===== src/rtl/fpu_pkg.sv =====
// Shared fpu result types: status bit positions and the {status, data} record.
// Used by the result buffer and any consumer that decodes fpu status words.
package fpu_pkg;

    localparam int FPU_WORD_W   = 32;
    localparam int FPU_STATUS_W = 4;

    localparam int ST_EXACT     = 0;
    localparam int ST_OVERFLOW  = 1;
    localparam int ST_UNDERFLOW = 2;
    localparam int ST_INEXACT   = 3;

    typedef struct packed {
        logic [FPU_STATUS_W-1:0] status;
        logic [FPU_WORD_W-1:0]   data;
    } fpu_result_t;

endpackage


===== src/rtl/fpu_result_buffer_sat_counter.sv =====
// Saturating event counter used for fpu result statistics.
// The counter holds at all-ones; clear wins over a same-cycle increment.
module sat_counter #(
    parameter int W = 8
) (
    input  logic         clk_i,
    input  logic         rst_ni,
    input  logic         inc_i,
    input  logic         clr_i,
    output logic [W-1:0] cnt_o
);

    logic [W-1:0] cnt_q, cnt_d;

    always_comb begin
        cnt_d = cnt_q;
        if (clr_i) begin
            cnt_d = '0;
        end else if (inc_i && (cnt_q != '1)) begin
            cnt_d = cnt_q + W'(1);
        end
    end

    always_ff @(posedge clk_i or negedge rst_ni) begin
        if (!rst_ni) begin
            cnt_q <= '0;
        end else begin
            cnt_q <= cnt_d;
        end
    end

    assign cnt_o = cnt_q;

endmodule


===== src/rtl/fpu_result_buffer.sv =====
// First-word-fall-through buffer for fpu results with a sticky drop flag.
// Define FPU_RESULT_BUFFER_STATUS_CNT_EN to build the per-status saturating counters.
module fpu_result_buffer
    import fpu_pkg::*;
#(
    parameter int DEPTH = 8,
    parameter int CNT_W = 8
) (
    input  logic                    clock100KHz,
    input  logic                    reset,
    input  logic                    res_valid_in,
    input  logic [FPU_WORD_W-1:0]   data_in,
    input  logic [FPU_STATUS_W-1:0] status_in,
    input  logic                    rd_en_in,
    input  logic                    clr_in,
    output logic [FPU_WORD_W-1:0]   data_out,
    output logic [FPU_STATUS_W-1:0] status_out,
    output logic                    valid_out,
    output logic                    full_out,
    output logic [$clog2(DEPTH):0]  count_out,
    output logic                    drop_out,
    output logic [CNT_W-1:0]        cnt_exact_out,
    output logic [CNT_W-1:0]        cnt_ovf_out,
    output logic [CNT_W-1:0]        cnt_unf_out,
    output logic [CNT_W-1:0]        cnt_inex_out
);

    localparam int PTR_W = $clog2(DEPTH);

    logic [PTR_W-1:0] wr_ptr_q, wr_ptr_d;
    logic [PTR_W-1:0] rd_ptr_q, rd_ptr_d;
    logic [PTR_W:0]   count_q, count_d;
    logic             drop_q, drop_d;

    fpu_result_t mem_q [DEPTH];
    fpu_result_t head;

    logic empty, full, push, pop;

    assign empty = (count_q == '0);
    assign full  = (count_q == (PTR_W+1)'(DEPTH));
    assign pop   = rd_en_in && !empty;
    // A pop in the same cycle frees the slot, so a full buffer still accepts.
    assign push  = res_valid_in && (!full || pop);

    // DEPTH is a power of two, so pointers wrap by natural overflow.
    always_comb begin
        wr_ptr_d = wr_ptr_q;
        rd_ptr_d = rd_ptr_q;
        count_d  = count_q;
        if (push) wr_ptr_d = wr_ptr_q + PTR_W'(1);
        if (pop)  rd_ptr_d = rd_ptr_q + PTR_W'(1);
        case ({push, pop})
            2'b10:   count_d = count_q + (PTR_W+1)'(1);
            2'b01:   count_d = count_q - (PTR_W+1)'(1);
            default: count_d = count_q;
        endcase
    end

    always_comb begin
        drop_d = drop_q;
        if (clr_in) begin
            drop_d = 1'b0;
        end else if (res_valid_in && !push) begin
            drop_d = 1'b1;
        end
    end

    // NOTE: state registers use non-blocking assignments so every flop samples
    // pre-edge values; blocking here would create order-dependent simulation.
    always_ff @(posedge clock100KHz or negedge reset) begin
        if (!reset) begin
            wr_ptr_q <= '0;
            rd_ptr_q <= '0;
            count_q  <= '0;
            drop_q   <= 1'b0;
        end else begin
            wr_ptr_q <= wr_ptr_d;
            rd_ptr_q <= rd_ptr_d;
            count_q  <= count_d;
            drop_q   <= drop_d;
        end
    end

    // NOTE: storage is deliberately not reset; stale words are never visible
    // because the read path is gated by count, and this keeps it a plain RAM.
    always_ff @(posedge clock100KHz) begin
        if (push) begin
            mem_q[wr_ptr_q] <= '{status: status_in, data: data_in};
        end
    end

    assign head       = mem_q[rd_ptr_q];
    assign data_out   = empty ? '0 : head.data;
    assign status_out = empty ? '0 : head.status;
    assign valid_out  = !empty;
    assign full_out   = full;
    assign count_out  = count_q;
    assign drop_out   = drop_q;

`ifdef FPU_RESULT_BUFFER_STATUS_CNT_EN
    // Only accepted pushes are counted; several status bits may fire together.
    sat_counter #(.W(CNT_W)) u_cnt_exact (
        .clk_i  (clock100KHz),
        .rst_ni (reset),
        .inc_i  (push && status_in[ST_EXACT]),
        .clr_i  (clr_in),
        .cnt_o  (cnt_exact_out)
    );

    sat_counter #(.W(CNT_W)) u_cnt_ovf (
        .clk_i  (clock100KHz),
        .rst_ni (reset),
        .inc_i  (push && status_in[ST_OVERFLOW]),
        .clr_i  (clr_in),
        .cnt_o  (cnt_ovf_out)
    );

    sat_counter #(.W(CNT_W)) u_cnt_unf (
        .clk_i  (clock100KHz),
        .rst_ni (reset),
        .inc_i  (push && status_in[ST_UNDERFLOW]),
        .clr_i  (clr_in),
        .cnt_o  (cnt_unf_out)
    );

    sat_counter #(.W(CNT_W)) u_cnt_inex (
        .clk_i  (clock100KHz),
        .rst_ni (reset),
        .inc_i  (push && status_in[ST_INEXACT]),
        .clr_i  (clr_in),
        .cnt_o  (cnt_inex_out)
    );
`else
    assign cnt_exact_out = '0;
    assign cnt_ovf_out   = '0;
    assign cnt_unf_out   = '0;
    assign cnt_inex_out  = '0;
`endif

endmodule


===== config.mk =====
export PLATFORM = sky130hd
export DESIGN_NAME = fpu_result_buffer
export DESIGN_NICKNAME = d
export VERILOG_FILES = /design/src/rtl/fpu_pkg.sv /design/src/rtl/fpu_result_buffer_sat_counter.sv /design/src/rtl/fpu_result_buffer.sv
export SDC_FILE = /design/constraint.sdc
export NUM_CORES = 1
export LEC_CHECK = 0
export ABC_AREA = 1
export CELL_PAD_IN_SITES_DETAIL_PLACEMENT = 1
export CELL_PAD_IN_SITES_GLOBAL_PLACEMENT = 1
export CORE_MARGIN = 2
export CORE_UTILIZATION = 30
export DETAILED_ROUTE_END_ITERATION = 10
export HOLD_SLACK_MARGIN = 0.02
export PLACE_DENSITY = 0.55
export SKIP_CTS_REPAIR_TIMING = 1
export SLEW_MARGIN = 15
export SYNTH_ARGS = -nofsm -noshare
export SYNTH_HDL_FRONTEND = slang
export SYNTH_HIERARCHICAL = 1
export SYNTH_SLANG_ARGS = --single-unit

===== constraint.sdc =====
create_clock -name clock100KHz -period 9.4 [get_ports clock100KHz]
set_input_delay 1.41 -clock clock100KHz [delete_from_list [all_inputs] [get_ports clock100KHz]]
set_output_delay 1.41 -clock clock100KHz [all_outputs]
set_load 0.02 [all_outputs]

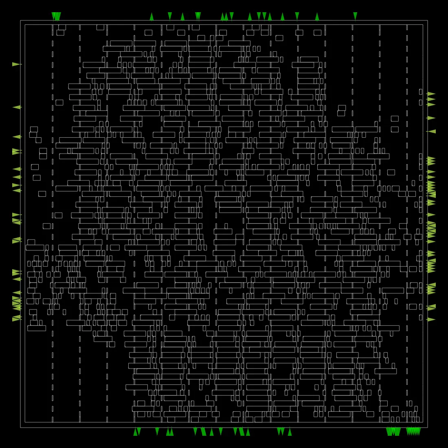
**Above:** run 1 (cell placement).
# fillers: 4,394
proportion of cell area occupied by registers: 61.9%
final core utilization: 35.6%
Floorplan Core Area: 40,600 um2

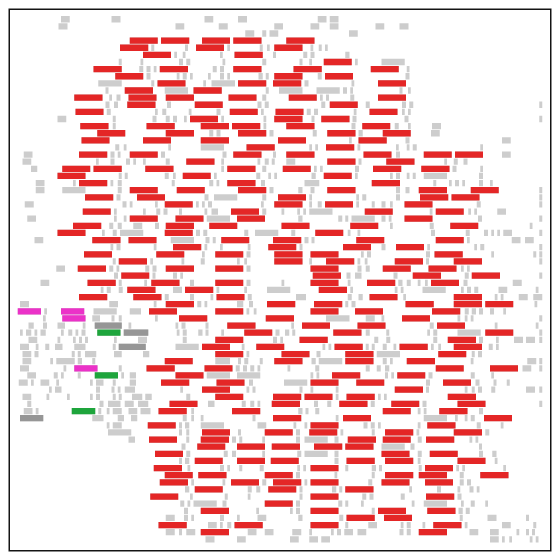
**Above:** run 1 (sequential cells grouped by signal name).
legend:
  `wr_ptr_q`:
    color: green
    sequential_cells: 3
  `mem_q`:
    color: red
    sequential_cells: 288
  `count_out`:
    color: magenta
    sequential_cells: 4
    where: west

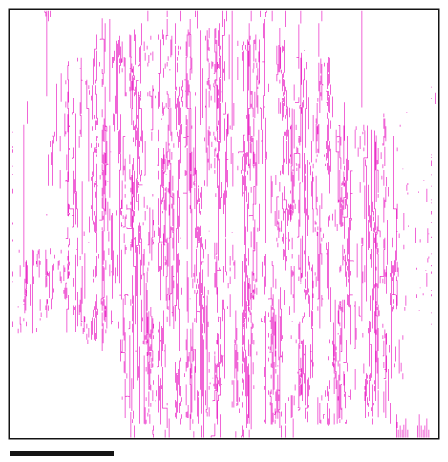
**Above:** run 1 (the metal 2 layer).
Bar = 50 um.
longest straight run: 81.1 um
nets with wire on the layer: 895
wire length on this layer: 14,700 um
share of all routed wire: 49%

==> results.rst, run 1 <==
Flow metrics
------------

.. list-table::
   :header-rows: 1

   * - Metric
     - Value
   * - Source of the worst register-to-register timing path
     - count_out[0]$_DFFE_PN0P_
   * - Ordered list of cells on the worst path
     - buf_4 -> nor2_1 -> nor2_1 -> o21ai_0 -> o21ai_0 -> nor2_1 -> nor2_1 -> clkdlybuf4s50_1
   * - Status
     - finished, final reports clean
   * - Init Core Util
     - 30.2%
   * - # port buffers
     - 83
   * - Largest Pwr Group
     - combinational logic
   * - Number of placed cells counting well taps
     - between 1,500 and 2,000
   * - Endpoint of the worst-slack reg-to-reg timing path
     - mem_q[4][34]$_DFFE_PP_
   * - Sequential cell fraction of total power
     - around 37%
   * - Count of boundary I/O pins
     - 116
   * - Mux cell area share after synthesis
     - 0%
   * - Met3 Track Usage GR
     - around 2.7%
   * - Routed vias/inst
     - around 4.7
   * - Largest delay contributor family on the critical path
     - buffers and inverters
   * - Clock root buffer master
     - clkbuf_16
   * - Sequential cell area fraction in the yosys report
     - just over 70%
   * - Placed wire-length estimate
     - 15.3 mm
   * - Final Skew
     - 0.0136 ns
   * - Slack of the critical path
     - 4.31 ns
   * - Number of warning messages in the yosys log
     - 6
   * - Die Width
     - 206 um
   * - Tightest slew margin relative to the limit
     - 30.5%
   * - Distinct lib cells
     - 28
   * - Total of clock buffers placed in the layout
     - approximately 46
   * - Post-DP Area
     - 13,400 um2
   * - Post-synthesis cell count from yosys
     - around 1,000
   * - Highest fanout seen on the critical path
     - 98
   * - Top logic cell by instance count in the layout
     - nor2_1
   * - Maximum number of pins on one net before global-route repair
     - 146
   * - Critical Path Start
     - rd_ptr_q[0]$_DFFE_PN0P_
   * - Number of buffer and inverter instances along the worst setup path
     - 2
   * - Tap Cells
     - 532
   * - Final ANT Viol Nets
     - 0
   * - Count of cell instances traversed by the critical path
     - 8
   * - Routed via count
     - 7,638
   * - Register with the highest flop count
     - mem_q
   * - Stage-log warning count
     - 28
   * - Leakage component of the power
     - 0.00480 uW
   * - Routed WL per cell
     - ~18 um
   * - Logic family by area
     - AND-OR/OR-AND gates
   * - Total wire length
     - 30.1 mm
   * - Number of DRC violations after detailed routing
     - 0
   * - Simple-gate portion of the synthesized area
     - 10.4%
   * - Complex-gate fraction of the synthesized area
     - 10.5%
   * - Power Combinational
     - 1790 uW
   * - Antenna violations before repair
     - 1
   * - Worst setup EP type
     - output port
   * - Proportion of layout cells with a drive suffix above 1
     - 6.27%
   * - Arr. time, crit path
     - 3.68 ns
   * - Area-dominant class
     - sequential cells
==> run 1: cell usage after synthesis <==
| cell type | instances |
|---|---|
| a21oi_1 | 4 |
| buf_1 | 5 |
| buf_12 | 1 |
| buf_2 | 13 |
| buf_4 | 38 |
| buf_6 | 10 |
| clkbuf_1 | 21 |
| clkbuf_2 | 2 |
| conb_1 | 1 |
| dfrtp_1 | 11 |
| edfxtp_1 | 288 |
| fa_1 | 1 |
| ha_1 | 4 |
| inv_1 | 14 |
| inv_2 | 1 |
| inv_6 | 1 |
| nand2_1 | 22 |
| nand2_2 | 1 |
| nand3_1 | 6 |
| nand3b_1 | 1 |
| nand4_1 | 1 |
| nor2_1 | 298 |
| nor2_2 | 1 |
| nor3_1 | 4 |
| o21ai_0 | 122 |
| o21ai_1 | 131 |
| xnor2_1 | 1 |
| xor2_1 | 4 |
==> run 1 -> run 2 <==
--- a/config.mk
+++ b/config.mk
@@ -12,7 +12,7 @@
 export CORE_UTILIZATION = 30
 export DETAILED_ROUTE_END_ITERATION = 10
 export HOLD_SLACK_MARGIN = 0.02
-export PLACE_DENSITY = 0.55
+export PLACE_DENSITY = 0.57
 export SKIP_CTS_REPAIR_TIMING = 1
 export SLEW_MARGIN = 15
 export SYNTH_ARGS = -nofsm -noshare
==> constraint.sdc (replaced) <==
create_clock -name clock100KHz -period 4.12 [get_ports clock100KHz]
set_input_delay 0.618 -clock clock100KHz [delete_from_list [all_inputs] [get_ports clock100KHz]]
set_output_delay 0.618 -clock clock100KHz [all_outputs]
set_load 0.02 [all_outputs]
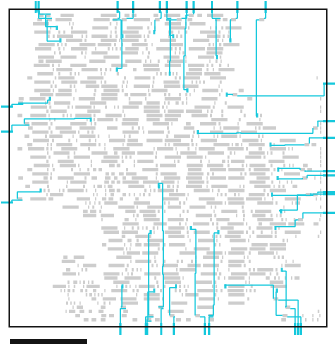
**Above:** run 2 (port wiring).
Bar = 50 um.
legend:
  `data_out`:
    color: cyan
    bits: 32
    direction: output
    end_cells: 32
    buffers: 32
    wire: 1,420 um

==> run 2 against run 1 <==
Compared with the run above: sequential cell count stayed put; highest routed layer is now met4; critical path type unchanged; synthesized area unchanged; global-route usage is 0.33 points higher; critical endpoint is now data_out[20].
==> results.rst, run 2 <==
Flow metrics
------------

.. list-table::
   :header-rows: 1

   * - Metric
     - Value
   * - Status
     - finished, final reports clean
   * - Ordered list of cells on the worst path
     - buf_4 -> o21ai_0 -> o21ai_1 -> o21ai_1 -> nor2_1 -> clkdlybuf4s50_1
   * - Number of placed cells counting well taps
     - 1,592
   * - Logic family by area
     - AND-OR/OR-AND gates
   * - Slack of the critical path
     - 0.388 ns
   * - Number of instances in the synthesized netlist
     - between 1,000 and 1,500
   * - Final ANT Viol Nets
     - 0
   * - Maximum number of pins on one net before global-route repair
     - approximately 94
   * - Post-DP Area
     - approximately 14,000 um2
   * - Die Width
     - slightly above 200 um
   * - Leakage component of the power
     - around 0.0049 uW
   * - Placed wire-length estimate
     - between 15 and 20 mm
   * - Critical Path Start Type
     - register
   * - Routed via count
     - about 7,600
   * - Final Skew
     - 0.0147 ns
   * - Endpoint of the worst-slack reg-to-reg timing path
     - count_out[3]$_DFFE_PN0P_
   * - Antenna violations before repair
     - 1
   * - Critical Path Start
     - rd_ptr_q[1]$_DFFE_PN0P_
   * - Number of DRC violations after detailed routing
     - 0
   * - Top logic cell by instance count in the layout
     - nor2_1
   * - Total met2 wirelength after detailed routing
     - 15.3 mm
   * - Most popular library cell in the synthesized design by count
     - nor2_1
   * - Met3 Track Usage GR
     - between 2 and 2.5%
   * - Prevailing post-synth register cell
     - edfxtp_1
   * - Floorplan Core Area
     - 40,600 um2
   * - Largest delay contributor family on the critical path
     - buffers and inverters
   * - # port buffers
     - 83
   * - Tightest slew margin relative to the limit
     - between 40% and 50%
   * - Number of flops mapped to enable cells by yosys
     - 288
   * - Buffer depth of the longest clock path
     - 3
   * - Arr. time, crit path
     - about 3.1 ns
   * - Total standard cell area after synthesis
     - 12,300 um2
   * - Complex-gate fraction of the synthesized area
     - a little over a tenth
   * - Stage-log warning count
     - 26
   * - Number of buffer and inverter instances along the worst setup path
     - 2
   * - Sequential cell area fraction in the yosys report
     - 72.8%
   * - Distinct lib cells
     - 28
   * - Count of boundary I/O pins
     - 116
   * - Highest fanout seen on the critical path
     - about 80
   * - Register with the highest flop count
     - mem_q
   * - Simple-gate portion of the synthesized area
     - 10.4%
   * - Mux cell area share after synthesis
     - 0%
   * - # Max-Cap Violations
     - 0
   * - Sequential cell fraction of total power
     - 35.6%
   * - Worst setup EP type
     - output port
   * - Source of the worst register-to-register timing path
     - count_out[0]$_DFFE_PN0P_
   * - Proportion of layout cells with a drive suffix above 1
     - under 10%
   * - Number of warning messages in the yosys log
     - 6
   * - Routed vias/inst
     - around 4.6
   * - Via count of the first global-routing pass
     - 7,981
-- run 2: netlist changes by cell type in the layout (fill, tap and decap cells not counted), sizes merged --
cell	previous run	this run
clkinv	11	12
clkbuf	46	47
clkinvlp	0	1
buf	12	29
diode	0	1
bufinv	0	2
-- run 2: area by class of cell --
cell class,instances,area (um2)
diodes,1,2.50
flip-flops and latches,299,8930
repair buffers,112,1110
fillers,4384,25800
clock buffers,47,963
well taps,532,666
multi-input cells,633,2850
inverters,16,65.1
clock inverters,15,129
-- run 2: power groups by stage --
stage                     logic (uW)  registers, uW  clock network, uW
after global routing            4800           4060               3150
final                           4300           4010               2960
after CTS                       4430           4010               3040
after detailed placement        4410           4070                  0
after global placement          4370           4060                  0
after floorplan                 2780           3950                  0
==> run 2 -> run 3 <==
--- a/config.mk
+++ b/config.mk
@@ -12,7 +12,8 @@
 export CORE_UTILIZATION = 30
 export DETAILED_ROUTE_END_ITERATION = 10
 export HOLD_SLACK_MARGIN = 0.02
-export PLACE_DENSITY = 0.57
+export PLACE_DENSITY_LB_ADDON = 0.1
+export REMOVE_ABC_BUFFERS = 1
 export SKIP_CTS_REPAIR_TIMING = 1
 export SLEW_MARGIN = 15
 export SYNTH_ARGS = -nofsm -noshare
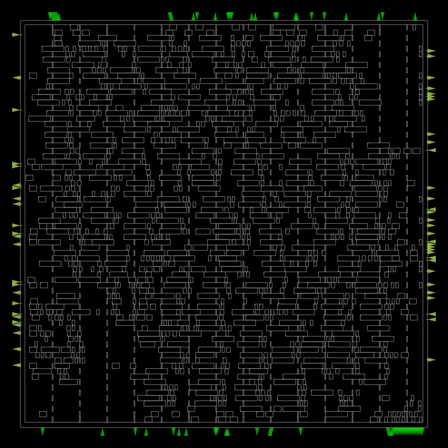
**Above:** run 3 (cell placement).
number of rows created at floorplan: 74
Flops: 299

==> run 3 against run 2 <==
Compared with the run above: cell area down 0.15%; register-to-register slack worse by 0.33 ns; sequential share of layout area up 0.093 points; critical path type unchanged; critical endpoint is now status_out[2]; highest routed layer is now met5.
==> results.rst, run 3 <==
Flow metrics
------------

.. list-table::
   :header-rows: 1

   * - Metric
     - Value
   * - Leading post-synthesis cells by instance count
     - nor2_1 (298), edfxtp_1 (288), o21ai_1 (131), o21ai_0 (122), buf_4 (38)
   * - Routed via count
     - 7,691
   * - Via count of the first global-routing pass
     - 8,102
   * - Critical Path Start Type
     - register
   * - Total wire length
     - 31.6 mm
   * - Ys async rst share
     - 3.68%
   * - Sequential cell area fraction in the yosys report
     - approximately 73%
   * - Power Combinational
     - 4290 uW
   * - Sequential cell fraction of total power
     - between 30% and 40%
   * - Highest fanout seen on the critical path
     - 62
   * - Count of boundary I/O pins
     - between 100 and 150
   * - Number of warning messages in the yosys log
     - 6
   * - Floorplan Core Area
     - 40,600 um2
   * - Number of instances in the synthesized netlist
     - 1,007
   * - Largest delay contributor family on the critical path
     - buffers and inverters
   * - Source of the worst register-to-register timing path
     - count_out[0]$_DFFE_PN0P_
   * - Met3 Track Usage GR
     - under 10%
   * - # fillers
     - 4,356
   * - Most popular library cell in the synthesized design by count
     - nor2_1
   * - Final Skew
     - approximately 0.023 ns
   * - # Max-Cap Violations
     - 0
   * - Endpoint of the worst-slack reg-to-reg timing path
     - count_out[3]$_DFFE_PN0P_
   * - Logic area
     - 2850 um2
   * - Routed vias/inst
     - 4.66
   * - Post-DP Area
     - 13,600 um2
   * - Final core utilization
     - 36.2%
   * - Ordered list of cells on the worst path
     - buf_4 -> o21ai_0 -> o21ai_0 -> nor2_1 -> nor2_1 -> clkdlybuf4s50_1
   * - Number of buffer and inverter instances along the worst setup path
     - 2
   * - Buffer depth of the longest clock path
     - 3
   * - Total met2 wirelength after detailed routing
     - around 15 mm
   * - Worst setup EP type
     - output port
   * - Placed wire-length estimate
     - 16.5 mm
   * - Proportion of layout cells with a drive suffix above 1
     - 7.60%
   * - Init Core Util
     - 30.2%
   * - Critical Path Start
     - rd_ptr_q[1]$_DFFE_PN0P_
   * - Count of cell instances traversed by the critical path
     - 6
   * - Number of placed cells counting well taps
     - 1,587
   * - Largest Pwr Group
     - combinational logic
   * - # port buffers
     - 83
   * - Number of DRC violations after detailed routing
     - 0
   * - Status
     - finished, final reports clean
   * - Die Width
     - a little over 200 um
   * - Tightest slew margin relative to the limit
     - 43.3%
run 3: through the flow:
step                      TNS (ns)  setup WS (ns)
final                            0          0.487
after global routing             0          0.227
after CTS                        0          0.403
after detailed placement         0           1.00
after global placement           0          0.964
after floorplan              -5.99         -0.208
run 3: logic make-up (layout without fill, tap and decap cells):
group / after synthesis / count (layout) / share of synthesized area, %
buf+inv: 106 / 186 / 5.35
compound gates: 257 / 257 / 10.5
simple gates: 334 / 334 / 10.4
flops: 299 / 299 / 72.8
other cells: 1 / 32 / 0.0306
xor+xnor: 5 / 5 / 0.357
fa+ha+maj: 5 / 5 / 0.572
run 3: layout make-up:
class                      instances  share of cell area, %
sequential                       299                   60.8
clock inverter                    15                  0.945
timing repair buffer             107                   7.48
tap                              532                   4.53
clock buffer                      48                   6.44
multi-input combinational        633                   19.4
inverter                          16                  0.443
Power is estimated from default activity; no workload was simulated.
